Run 1, the metal 3 layer:
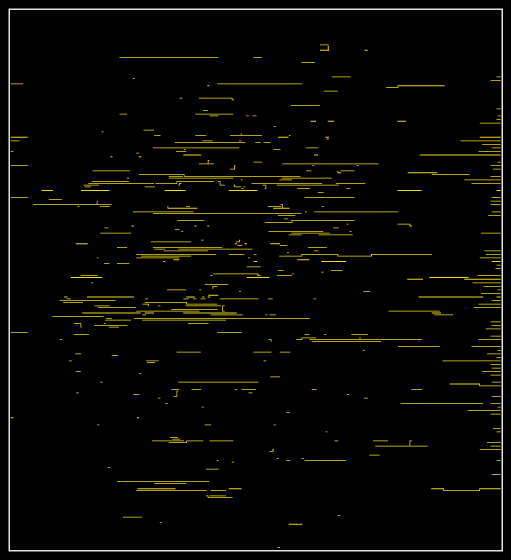
Run 1, gate families picked out:
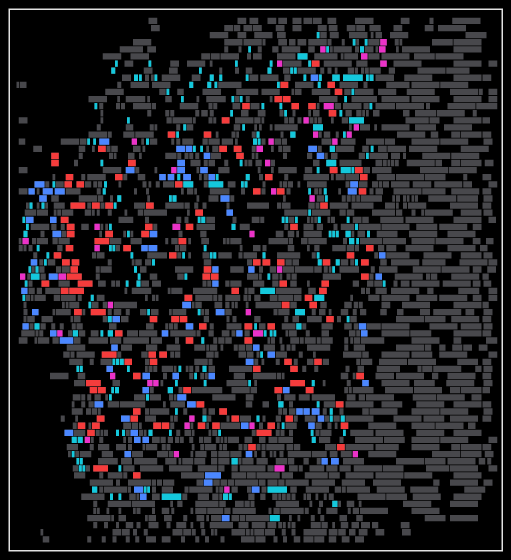
Run 1, track usage over the die:
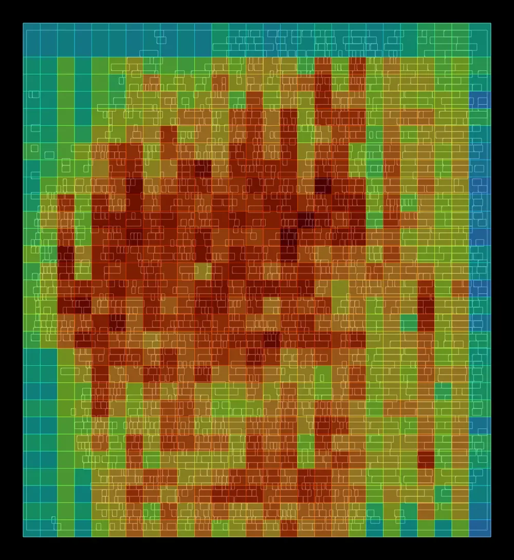
==> config.mk <==
export PLATFORM = sky130hd
export DESIGN_NAME = friscv_rv32i_control_unit_flat
export DESIGN_NICKNAME = d
export VERILOG_FILES = /design/src/rtl/friscv_h.sv /design/src/rtl/friscv_rv32i_control_unit_if.sv /design/src/rtl/friscv_scfifo.sv /design/src/rtl/friscv_rv32i_control_unit.sv /design/src/flat_wrapper.sv
export SDC_FILE = /design/constraint.sdc
export NUM_CORES = 1
export LEC_CHECK = 0
export CORE_ASPECT_RATIO = 1.1
export CORE_UTILIZATION = 40
export CTS_BUF_LIST = sky130_fd_sc_hd__clkbuf_4 sky130_fd_sc_hd__clkbuf_8 sky130_fd_sc_hd__clkbuf_16
export DETAILED_ROUTE_END_ITERATION = 12
export GPL_TIMING_DRIVEN = 0
export HOLD_SLACK_MARGIN = 0.08
export MAX_ROUTING_LAYER = met4
export PLACE_DENSITY = 0.65
export SLEW_MARGIN = 20
export SYNTH_ARGS = -nofsm -noshare
export SYNTH_HDL_FRONTEND = slang
export SYNTH_SLANG_ARGS = --single-unit
==> constraint.sdc <==
create_clock -name aclk -period 2.95 [get_ports aclk]
set_input_delay 0.4425 -clock aclk [delete_from_list [all_inputs] [get_ports aclk]]
set_output_delay 0.4425 -clock aclk [all_outputs]
set_load 0.02 [all_outputs]
==> reports/metrics.cfg, run 1 <==
[worst_hold_path]
hold_class = in2reg

[routing]
dr.pass1.iters = 7
drt_iter0_drc = 1031
drcViolationCount = 0
viasPerCell = 5.940
wl_per_cell_um = 23.27

[yosys]
synthArstFlopShare_pct = 0
synth_area_mm2 = 0.01526
top_cell_area_share_pct = 25.19
most_common_cell = nor2_1
yosys-stat-area_mm2 = 0.01526
edf_count = 128
synth_area_per_cell_um2 = 9.219
top_cells_by_area = edfxtp_1, dfxtp_1, ha_1
synth.distinct_cells = 90
yosysTopAreaCell = edfxtp_1
synthCells = 1655

[floorplanning]
num_rows = 74
die_area_mm2 = 0.03893
pin_count = 198
core_util_floorplan_pct = 40.89
die_w_um = 188.2

[timing]
fin_crit_sh_pct = 109.7
clock_skew_ns = 0.02344
fin_ws_ns = -0.2862
fmax_ghz = 0.3090
finalSetupViolCount = 17
rsz0062_at_grt = yes
maxSlewViolCount = 0
finalCriticalPeriod_ns = 3.236

[place]
place_ws_ns = -1.533
dpl.hpwl_um = 42030

[critical_path]
r2r_cells = 13
crit_type = reg2reg

[power_and_ir_drop]
leakage_nw = 7.660
powerDensity_mw_per_mm2 = 395.6
vdd_ir_drop_max_v = 0.0003001
finalPower_mw = 8.090

[outcome]
status = complete, but fails checks
violations = setup timing

[clock_tree]
cts_root_buffer = clkbuf_16
cts_tree = yes

[global_route]
grt_overflow = 0
antenna_found_initial = 0
grt_pass1_wl_um = 85100

[layout]
final_nets = 2168
n_antenna_cell = 0
drive_gt1_share_pct = 25.42
final_area_mm2 = 0.02045
area_growth_pct = 34.03

Notes on 'the metal 3 layer' above:
main direction: horizontal
longest straight run: 67.2 um
M3 GR Usage: 2.485%
vias: 14547
routed wire length: 57000 um

Notes on 'gate families picked out' above:
[red] XOR/XNOR gates | cells: 131 | most used: xnor2_1
[blue] AND-OR and OR-AND gates | cells: 85 | most used: a21o_1
[cyan] NOR gates | cells: 217 | most used: nor2_1
[magenta] AND and OR gates | cells: 42 | most used: and3_1
Layout Cells excl Fill: 2449
logic share of the area: 51.02%
most frequent logic cell in the layout: nor2_1

Notes on 'track usage over the die' above:
gr busiest metal: met2
met1 usage in global routing: 34.59%
final core occ: 54.81%
met2 usage: 51.01%
total track usage: 29.81%

run 1: worst max-delay path, stage by stage, from the launching register on:
cell and delay (ns):
dfxtp_4 0.37, ha_4 0.17, fa_2 0.37, a211oi_4 0.25, o21ai_2 0.12, a211o_1 0.34, a2111oi_4 0.41, buf_4 0.18
nor2_2 0.05, a21oi_2 0.15, xor2_1 0.18, o21ai_1 0.08, a211oi_2 0.28, a311oi_2 0.14
run 1: repair_timing:
item                                    4_1_cts  5_1_grt
gates resized                               386      190
buffers inserted                             53       18
cloned                                        2        0
pin swaps                                    98      109
endpoints found under the setup margin      230      192
hold buffers                                  0        0
run 1: report_power, final:
group          internal, mW  total [mW]  leakage [nW]  switching [mW]
clock                  1.52        2.73         0.342            1.21
sequential             3.07        3.13          1.78          0.0632
combinational         0.944        2.23          5.53            1.29
run 1: layer usage:
| metal | global-route usage [%] | wire, um | vias up |
|---|---|---|---|
| met5 | - | 0 | - |
| met4 | 17.07 | 3640 | 0 |
| met3 | 2.485 | 2799 | 185 |
| met2 | 51.01 | 27950 | 550 |
| met1 | 34.59 | 22610 | 7082 |
| li1 | - | - | 6730 |
run 1: cell type report:
cell class	count	area, um^2
Timing Repair Buffer	268	2444
Clock inverter	13	126.4
Clock buffer	26	580.6
Multi-Input combinational cell	1276	10430
Sequential cell	205	5423
Buffer	99	564.3
Fill cell	3362	16860
Inverter	68	260.3
Tap cell	494	618.1
run 1: kinds of logic after synthesis:
logic type                 synth area share, %
xor gates and xnor gates                 7.520
buffers and inverters                    5.175
AOI/OAI and AO/OA                        22.17
adders and majority gates                10.74
and+or+nand+nor                          13.74
muxes                                    5.322
other                                  0.02458
DFF                                      35.30
==> run 2, diff against run 1 <==
Settings changed: SLEW_MARGIN 20 to not set.
==> run 2 against run 1 <==
The run still ends with setup timing left. Sequential share of layout area fell by 0.14 points. Clock power up 12%. Clock skew rose by 0.0056 ns. Routed wire length is 0.32% higher. Worst hold slack improved by 0.064 ns. Register-to-register slack lost 0.03 ns. Synthesized area is the same. First-iteration DRC count is 0.48% higher. Total power rose by 3.6%. Sequential cell count stayed put. Die area stayed put. Global-route usage rose by 0.051 points. Critical path type unchanged. Critical endpoint is now u_core.pc_reg[31].
==> reports/metrics.cfg, run 2 <==
[outcome]
status = complete, but fails checks
violations = setup timing

[floorplanning]
die_w_um = 188.2  ; unchanged
die_area_mm2 = 0.03893  ; unchanged
num_rows = 74  ; unchanged
pin_count = 198  ; unchanged
core_util_floorplan_pct = 40.89  ; unchanged

[place]
port_buffers = 195
gp_congestion = 0.9853
dpl.hpwl_um = 42020  ; about the same

[power_and_ir_drop]
combPwrFrac_pct = 26.2  ; -1.4 points
switching_share_pct = 30.98  ; -0.68 points
switching_power_mw = 2.596  ; +1.4%
p_clk_share_pct = 36.4  ; +2.7 points
p_int_mw = 5.784  ; +4.6%
p_clk_mw = 3.05  ; +12%
power_leader = sequential cells
comb-power_mw = 2.20  ; about the same
powerDensity_mw_per_mm2 = 407.9  ; +3.1%
vdd_ir_drop_max_v = 0.0003583  ; +19%
leakage_nw = 7.911  ; +3.3%
pwr-share-seq_pct = 37.3  ; -1.4 points

[routing]
drt_iter0_drc = 1036  ; +0.48%
drcViolationCount = 0  ; unchanged
dr.pass1.iters = 5  ; -2
viasPerCell = 5.915  ; -0.43%
wl_per_cell_um = 23.39  ; +0.49%

[yosys]
yosys-stat-area_mm2 = 0.01526  ; unchanged
synthCells = 1655  ; unchanged
ff_type = edfxtp_1
synth_seq_share_pct = 35.30
synth.distinct_cells = 90  ; unchanged
top_cells_by_area = edfxtp_1, dfxtp_1, ha_1
synth_area_per_cell_um2 = 9.219  ; unchanged
numSynthFlops = 205
synth_area_mm2 = 0.01526  ; unchanged
top_cell_area_share_pct = 25.19  ; unchanged
synthArstFlopShare_pct = 0  ; unchanged
yosysTopAreaCell = edfxtp_1
most_common_cell = nor2_1
edf_count = 128  ; unchanged

[layout]
layout_top_cell = nor2_1
drive_gt1_share_pct = 24.82  ; -0.60 points
largest_register_ffs = 128
final_cells = 2445  ; -0.16%
final_nets = 2162  ; -0.28%
final_core_util_pct = 55.06  ; +0.25 points
final_area_mm2 = 0.02054  ; +0.46%
area_growth_pct = 34.65

[timing]
fmax_ghz = 0.3061  ; -0.95%
fin_ws_ns = -0.3171  ; -0.03088 ns
finalSetupViolCount = 14  ; -3
rsz0062_at_grt = yes
fin_crit_sh_pct = 110.7  ; +1.0 points
clock_skew_ns = 0.02900  ; +0.005556 ns
worst_pin_slew_ns = 0.9039
finalCriticalPeriod_ns = 3.267  ; +0.03088 ns
maxSlewViolCount = 0  ; unchanged
finalSetupTns_ns = -1.812

[global_route]
antenna_found_initial = 1  ; +1
grt_start_max_net_pins = 35
grt_pass1_wl_um = 84880  ; -0.26%
grt_pass1_vias = 14249
grt_use_total_pct = 29.86  ; +0.051 points
grt_overflow = 0  ; unchanged

[critical_path]
worst_setup_path_end_kind = flop
r2r_cells = 14  ; +1

[clock_tree]
clock-sinks = 205
cts_resized = 301  ; -22%
cts_root_buffer = clkbuf_16
cts_hold_buf = 0  ; unchanged
post-cts-setup-buffer-count = 42  ; -21%
cts_tree = yes

[worst_hold_path]
hold_class = in2reg

-- run 2: cell count changes in the layout (fill, tap and decap cells not counted), moves of 5 or more --
cell            before  now
buf_6               19   13
dlygate4sd2_1       28   21
dlymetal6s2s_1       1   30
buf_4               89   83
clkbuf_1            39   27
and2_4               1    7
o21ai_1             23   18
-- run 2: layout make-up --
type / count / area (um^2)
Antenna cell: 1 / 2.502
Buffer: 98 / 563.0
Clock buffer: 24 / 583.1
Clock inverter: 17 / 211.5
Fill cell: 3379 / 16770
Inverter: 68 / 255.2
Multi-Input combinational cell: 1280 / 10480
Sequential cell: 205 / 5419
Tap cell: 494 / 618.1
Timing Repair Buffer: 258 / 2409
-- run 2: routing by layer --
metal	wire length (um)	GRT usage, %	vias to the layer above
met3	3074	3.601	191
met5	0	-	-
met1	22300	33.80	6998
met4	3812	17.80	0
li1	-	-	6722
met2	28000	50.96	550
-- run 2: worst max-delay path, cell delays in order (launching register included) --
cell and delay (ns):
dfxtp_4 0.37, ha_4 0.17, fa_2 0.37, a211oi_4 0.26, o21ai_2 0.10, a211o_1 0.34
a2111oi_4 0.42, buf_4 0.19, o21a_4 0.15, buf_6 0.09, o41a_1 0.16, xnor2_1 0.12
o21ai_1 0.07, a211oi_1 0.24, a21oi_1 0.09
-- run 2: kinds of logic after synthesis --
kind of cell	share of synthesized area [%]
simple gates	13.74
buf+inv	5.175
other cells	0.02458
flops	35.30
mux	5.322
fa+ha+maj	10.74
xor+xnor	7.520
compound gates	22.17
-- run 2: stage by stage --
stage,worst slack (ns),total power [mW]
3_3_place_gp,-2.521,5.000
5_1_grt,-0.3790,8.695
6_report,-0.3171,8.380
4_1_cts,-0.3917,8.257
2_1_floorplan,0.001884,4.320
3_5_place_dp,-1.526,5.019
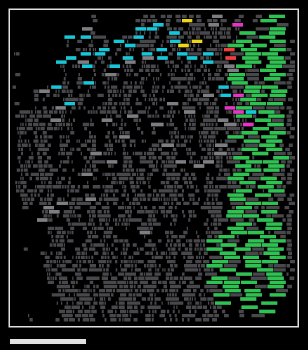
Run 2: sequential cells coloured by netlist name
The bar under the picture is 50 um long.
[red] `u_core.u_alu_fifo.rd_ptr_reg` | sequential cells: 2
[yellow] `u_core.u_alu_fifo.count_reg` | sequential cells: 3
[magenta] `u_core.bus.ctrl_rd_addr` | sequential cells: 5
[cyan] `u_core.bus.ctrl_rd_val` | sequential cells: 31
[green] `u_core.u_alu_fifo.mem` | sequential cells: 128 | where: a vertical strip on the right
not coloured: 36
register area: 0.005419 mm^2
total sequential power: 3.13 mW

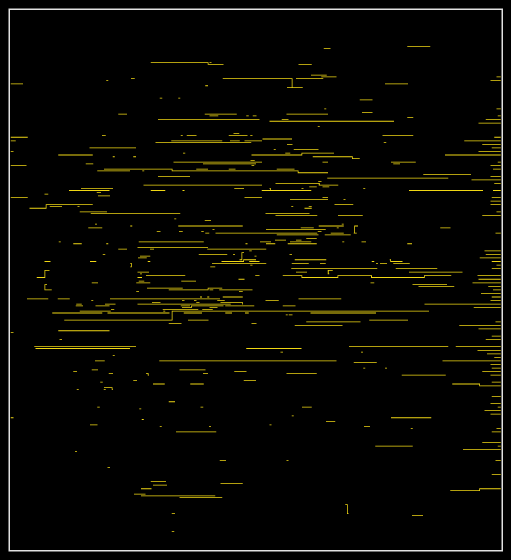
Run 2: the metal 3 layer
main direction: horizontal
nets with wire on the layer: 247
longest straight run: 98.2 um
wire length on this layer: 3070 um
share of all routed wire: 5.4%
M3 GR Usage: 3.601%
vias: 14461
routed wire length: 57180 um

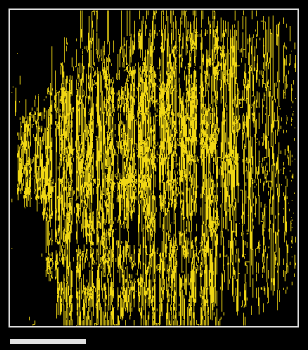
Run 2: metal 2
The bar under the picture is 50 um long.
wire length on this layer: 28.0 mm
nets with wire on the layer: 1879
share of all routed wire: 49%
met2 usage: 50.96%

Power figures rest on the tool's default switching activity, not on a simulated workload.
